Fig. 1: met2 routing
(2 px per um)
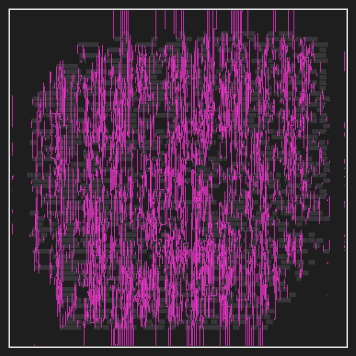
Fig. 2: clock routing
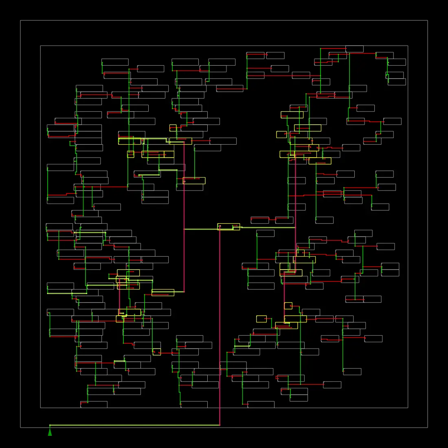
Fig. 3: pin map
(1.5 px per um) Pins as bars across the die edge, other pins in gray.
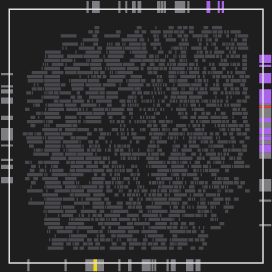
Fig. 4: clock distribution
(3 px per um)
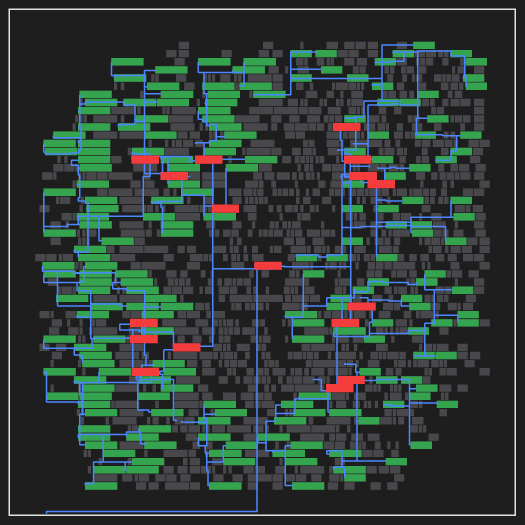
Fig. 5: placement by cell class
(2 px per um) Fill, decap, tap and diode cells in gray.
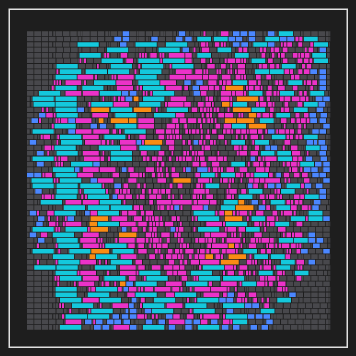
==> src/rtl/sfr_pkg.sv <==
// Shared definitions for the multi-channel subtract/divide register block:
// divide FSM state encoding and default geometry.
package sfr_pkg;

  // Divide sequencer states.
  typedef enum logic [1:0] {
    IDLE = 2'd0,
    RUN  = 2'd1,
    DONE = 2'd2
  } div_state_t;

  // Default channel width and channel count.
  localparam int SFR_SIZE_DEF = 32;
  localparam int SFR_NCH_DEF  = 4;

endpackage : sfr_pkg

==> src/rtl/sub_sat_unit.sv <==
// Single subtractor shared by the sub command and the divide loop.
// Produces a - b and a borrow flag (b > a).
// Build option: MULTI_SUB_SFR_SAT_EN -- when defined, a borrowing
// subtraction clamps the difference to zero instead of wrapping.
module sub_sat_unit #(
  parameter int SIZE = 32
) (
  input  logic [SIZE-1:0] a,
  input  logic [SIZE-1:0] b,
  output logic [SIZE-1:0] diff,
  output logic            borrow
);

  logic [SIZE:0] wide_diff;

  // Extra MSB of the widened difference is the borrow out.
  always_comb begin
    wide_diff = {1'b0, a} - {1'b0, b};
    borrow    = wide_diff[SIZE];
`ifdef MULTI_SUB_SFR_SAT_EN
    diff = borrow ? '0 : wide_diff[SIZE-1:0];
`else
    diff = wide_diff[SIZE-1:0];
`endif
  end

endmodule : sub_sat_unit

==> src/rtl/multi_sub_sfr.sv <==
// Multi-channel subtractee register file with a repeated-subtraction
// divider. NCH channels of SIZE bits; load, subtract and divide commands
// address one channel each. While a divide is in progress all commands are
// ignored, but channel readback stays live.
// Build option: MULTI_SUB_SFR_SAT_EN (saturating subtract, see sub_sat_unit).
module multi_sub_sfr
  import sfr_pkg::*;
#(
  parameter int SIZE = SFR_SIZE_DEF,
  parameter int NCH  = SFR_NCH_DEF
) (
  input  logic                    clk,
  input  logic                    rst_n,
  input  logic [$clog2(NCH)-1:0]  ch,
  input  logic                    ld,
  input  logic                    sub,
  input  logic                    div_start,
  input  logic [SIZE-1:0]         D,
  input  logic [SIZE-1:0]         S,
  output logic [SIZE-1:0]         Q,
  output logic                    zero,
  output logic                    borrow,
  output logic [SIZE-1:0]         quot,
  output logic                    busy,
  output logic                    done,
  output logic                    div_err
);

  localparam int CW = $clog2(NCH);

  div_state_t state_reg, state_next;

  logic [SIZE-1:0] chan_reg [NCH];
  logic [CW-1:0]   dch_reg;
  logic [SIZE-1:0] divisor_reg;
  logic [SIZE-1:0] quot_reg;
  logic            div_err_reg;
  logic            borrow_reg, borrow_next;

  // Shared subtractor operands/results.
  logic [CW-1:0]   sel_ch;
  logic [SIZE-1:0] op_a, op_b, unit_diff;
  logic            unit_borrow;

  // Channel write port.
  logic            wr_en;
  logic [CW-1:0]   wr_ch;
  logic [SIZE-1:0] wr_data;
  logic [NCH-1:0]  ch_we;

  logic div_accept;
  logic quot_inc;

  // While dividing, the subtractor works on the latched channel and divisor;
  // otherwise it serves the sub command on the addressed channel.
  always_comb begin
    sel_ch = (state_reg == RUN) ? dch_reg : ch;
    op_a   = chan_reg[sel_ch];
    op_b   = (state_reg == RUN) ? divisor_reg : S;
  end

  sub_sat_unit #(
    .SIZE (SIZE)
  ) u_sub (
    .a      (op_a),
    .b      (op_b),
    .diff   (unit_diff),
    .borrow (unit_borrow)
  );

  // Divide state register.
  always_ff @(posedge clk) begin
    if (!rst_n) state_reg <= IDLE;
    else        state_reg <= state_next;
  end

  // Next-state, command arbitration (ld > sub > div_start) and write control.
  always_comb begin
    state_next  = state_reg;
    wr_en       = 1'b0;
    wr_ch       = ch;
    wr_data     = unit_diff;
    borrow_next = 1'b0;
    div_accept  = 1'b0;
    quot_inc    = 1'b0;
    case (state_reg)
      IDLE: begin
        if (ld) begin
          wr_en   = 1'b1;
          wr_data = D;
        end else if (sub) begin
          wr_en       = 1'b1;
          borrow_next = unit_borrow;
        end else if (div_start) begin
          div_accept = 1'b1;
          // A zero divisor would never terminate; finish immediately.
          state_next = (S == '0) ? DONE : RUN;
        end
      end
      RUN: begin
        wr_ch = dch_reg;
        if (!unit_borrow) begin
          wr_en    = 1'b1;
          quot_inc = 1'b1;
        end else begin
          state_next = DONE;
        end
      end
      DONE:    state_next = IDLE;
      default: state_next = IDLE;
    endcase
  end

  // Per-channel write-enable decode.
  generate
    for (genvar gi = 0; gi < NCH; gi++) begin : g_we
      assign ch_we[gi] = wr_en && (wr_ch == CW'(gi));
    end
  endgenerate

  // Channel storage; unaddressed channels hold.
  always_ff @(posedge clk) begin
    for (int i = 0; i < NCH; i++) begin
      if (!rst_n)        chan_reg[i] <= '0;
      else if (ch_we[i]) chan_reg[i] <= wr_data;
    end
  end

  // Divide bookkeeping and the one-cycle borrow flag.
  always_ff @(posedge clk) begin
    if (!rst_n) begin
      dch_reg     <= '0;
      divisor_reg <= '0;
      quot_reg    <= '0;
      div_err_reg <= 1'b0;
      borrow_reg  <= 1'b0;
    end else begin
      borrow_reg <= borrow_next;
      if (div_accept) begin
        dch_reg     <= ch;
        divisor_reg <= S;
        quot_reg    <= '0;
        div_err_reg <= (S == '0);
      end else if (quot_inc) begin
        quot_reg <= quot_reg + 1'b1;
      end
    end
  end

  assign Q       = chan_reg[ch];
  assign zero    = (Q == '0);
  assign borrow  = borrow_reg;
  assign quot    = quot_reg;
  assign div_err = div_err_reg;
  assign busy    = (state_reg != IDLE);
  assign done    = (state_reg == DONE);

endmodule : multi_sub_sfr

==> config.mk <==
export PLATFORM = sky130hd
export DESIGN_NAME = multi_sub_sfr
export DESIGN_NICKNAME = d
export VERILOG_FILES = /design/src/rtl/sfr_pkg.sv /design/src/rtl/sub_sat_unit.sv /design/src/rtl/multi_sub_sfr.sv
export SDC_FILE = /design/constraint.sdc
export NUM_CORES = 1
export LEC_CHECK = 0
export CAP_MARGIN = 20
export CORE_MARGIN = 8
export CORE_UTILIZATION = 51
export CTS_CLUSTER_DIAMETER = 40
export DETAILED_ROUTE_END_ITERATION = 12
export PLACE_DENSITY = 0.72
export SYNTH_ARGS = -nofsm -noshare
export SYNTH_HDL_FRONTEND = slang
export SYNTH_HIERARCHICAL = 1
export SYNTH_SLANG_ARGS = --single-unit
export TNS_END_PERCENT = 20
==> constraint.sdc <==
create_clock -name clk -period 10.4 [get_ports clk]
set_input_delay 2.6 -clock clk [delete_from_list [all_inputs] [get_ports clk]]
set_output_delay 2.6 -clock clk [all_outputs]
set_load 0.05 [all_outputs]
==> out/metrics.cfg <==
[final_layout]
final_cell_mix=nor2_1 (166), clkdlybuf4s50_1 (137), edfxtp_1 (128)
clockBufferCount=17
seq_share_pct=37.2
inverters=51
drive_gt1_share_pct=14.8
post-route-util_pct=62.1

[critical_path]
reg2reg_slack_ns=3.56
worstPathRequired_ns=7.80
worst-path-stages=7
reg2reg_from=state_reg[1]
slowest_stage=clkdlybuf4s50_1
rr_endpoint=chan_reg[1][30]
slowest_delay_ns=0.83
path_max_fanout=34

[clock_network]
cts_inserted_buffers=17
htree_levels=4
clk_pin_slew_worst_paths_ns=0.07
cts_setup_buffers=0
cts_buffer_depth=2

[outcome]
status=completed

[synth]
synthesis.nets=1213
top_cell_area_share_pct=32.5
ys_cells=1108
synth.area.top_cells=edfxtp_1 (33%), mux4_2 (12%), dfxtp_1 (12%)

[global_routing]
overflow=0
grt_pass1_wl_mm=51.7

[route]
wl_met1_mm=14.3
dr.first_iter.drc_count=1138

[timing]
relSlewSlack_pct=30.7
setup_tns_ns=0
setup_viol=0
drv_slew=0

[placed_design]
placed_cells=1491
dp_hpwl_mm=24.2
globalplace.congestion=0.943

[pwr]
max-vdd-ir-drop_mv=0.0906
pg_comb_mw=0.665
leakagePower_nw=5.25
pwr-share-comb_pct=29.5
power_frac_seq_pct=40.7

[worst_hold_path]
worstHoldStart=divisor_reg[16]
hold_end=divisor_reg[16]

Back to the opening pictures, Fig. 1:
wire length on this layer = 15,800 um
longest straight run = 52.0 um
nets with wire on the layer = 1,151
met2 track demand over resource: 37.9%
Via Count: 9,488
Post-Route WL: 33.8 mm

Back to the opening pictures, Fig. 2:
clock latency on the worst-skew pair: 0.44 ns
registers: 198

Back to the opening pictures, Fig. 3:
borrow -> red  # pins 1, direction output, edge right
quot -> purple  # pins 32, direction output, edge 28 right, 4 top
ch -> yellow  # pins 2, direction input, edge bottom
Port Buffers: 139
Die W: 168 um

Back to the opening pictures, Fig. 4:
clock wires -> blue  # length 2,450 um
flip-flops -> green  # count 198
cells driving clock nets -> red  # count 17
routed clock nets = 18
flops lie = all over the die
Clk. pwr: 0.671 mW
clock power share: 29.8%
Post-Route Skew: 0.0118 ns

Back to the opening pictures, Fig. 5:
clock drivers and dummy loads -> orange  # cells 31
flip-flops -> cyan  # cells 198
all other logic -> magenta  # cells 850
other buffers and delay cells -> blue  # cells 159

stage by stage:
step | setup slack, ns | cell area, um2 | total power [mW]
CTS | 1.96 | 14100 | 2.25
detailed placement | 1.96 | 13500 | 1.58
finish | 1.94 | 14100 | 2.25
global route | 1.91 | 14100 | 2.33
global placement | 1.95 | 13500 | 1.57
floorplan | 1.36 | 11800 | 1.37
logic make-up after synthesis:
group                      Yosys count  share of synthesized area (%)
and+or+nand+nor                    411                           16.1
xor gates and xnor gates            35                           2.59
buffers and inverters              111                           3.92
AOI/OAI and AO/OA                  181                           10.5
muxes                              138                           18.8
adders and majority gates           34                           3.66
DFF                                198                           44.4
worst min-delay path, stage by stage (launching register included):
cell,delay [ns]
dfxtp_1,0.31
nand2_1,0.04
a21boi_0,0.06
Power is estimated from default activity; no workload was simulated.
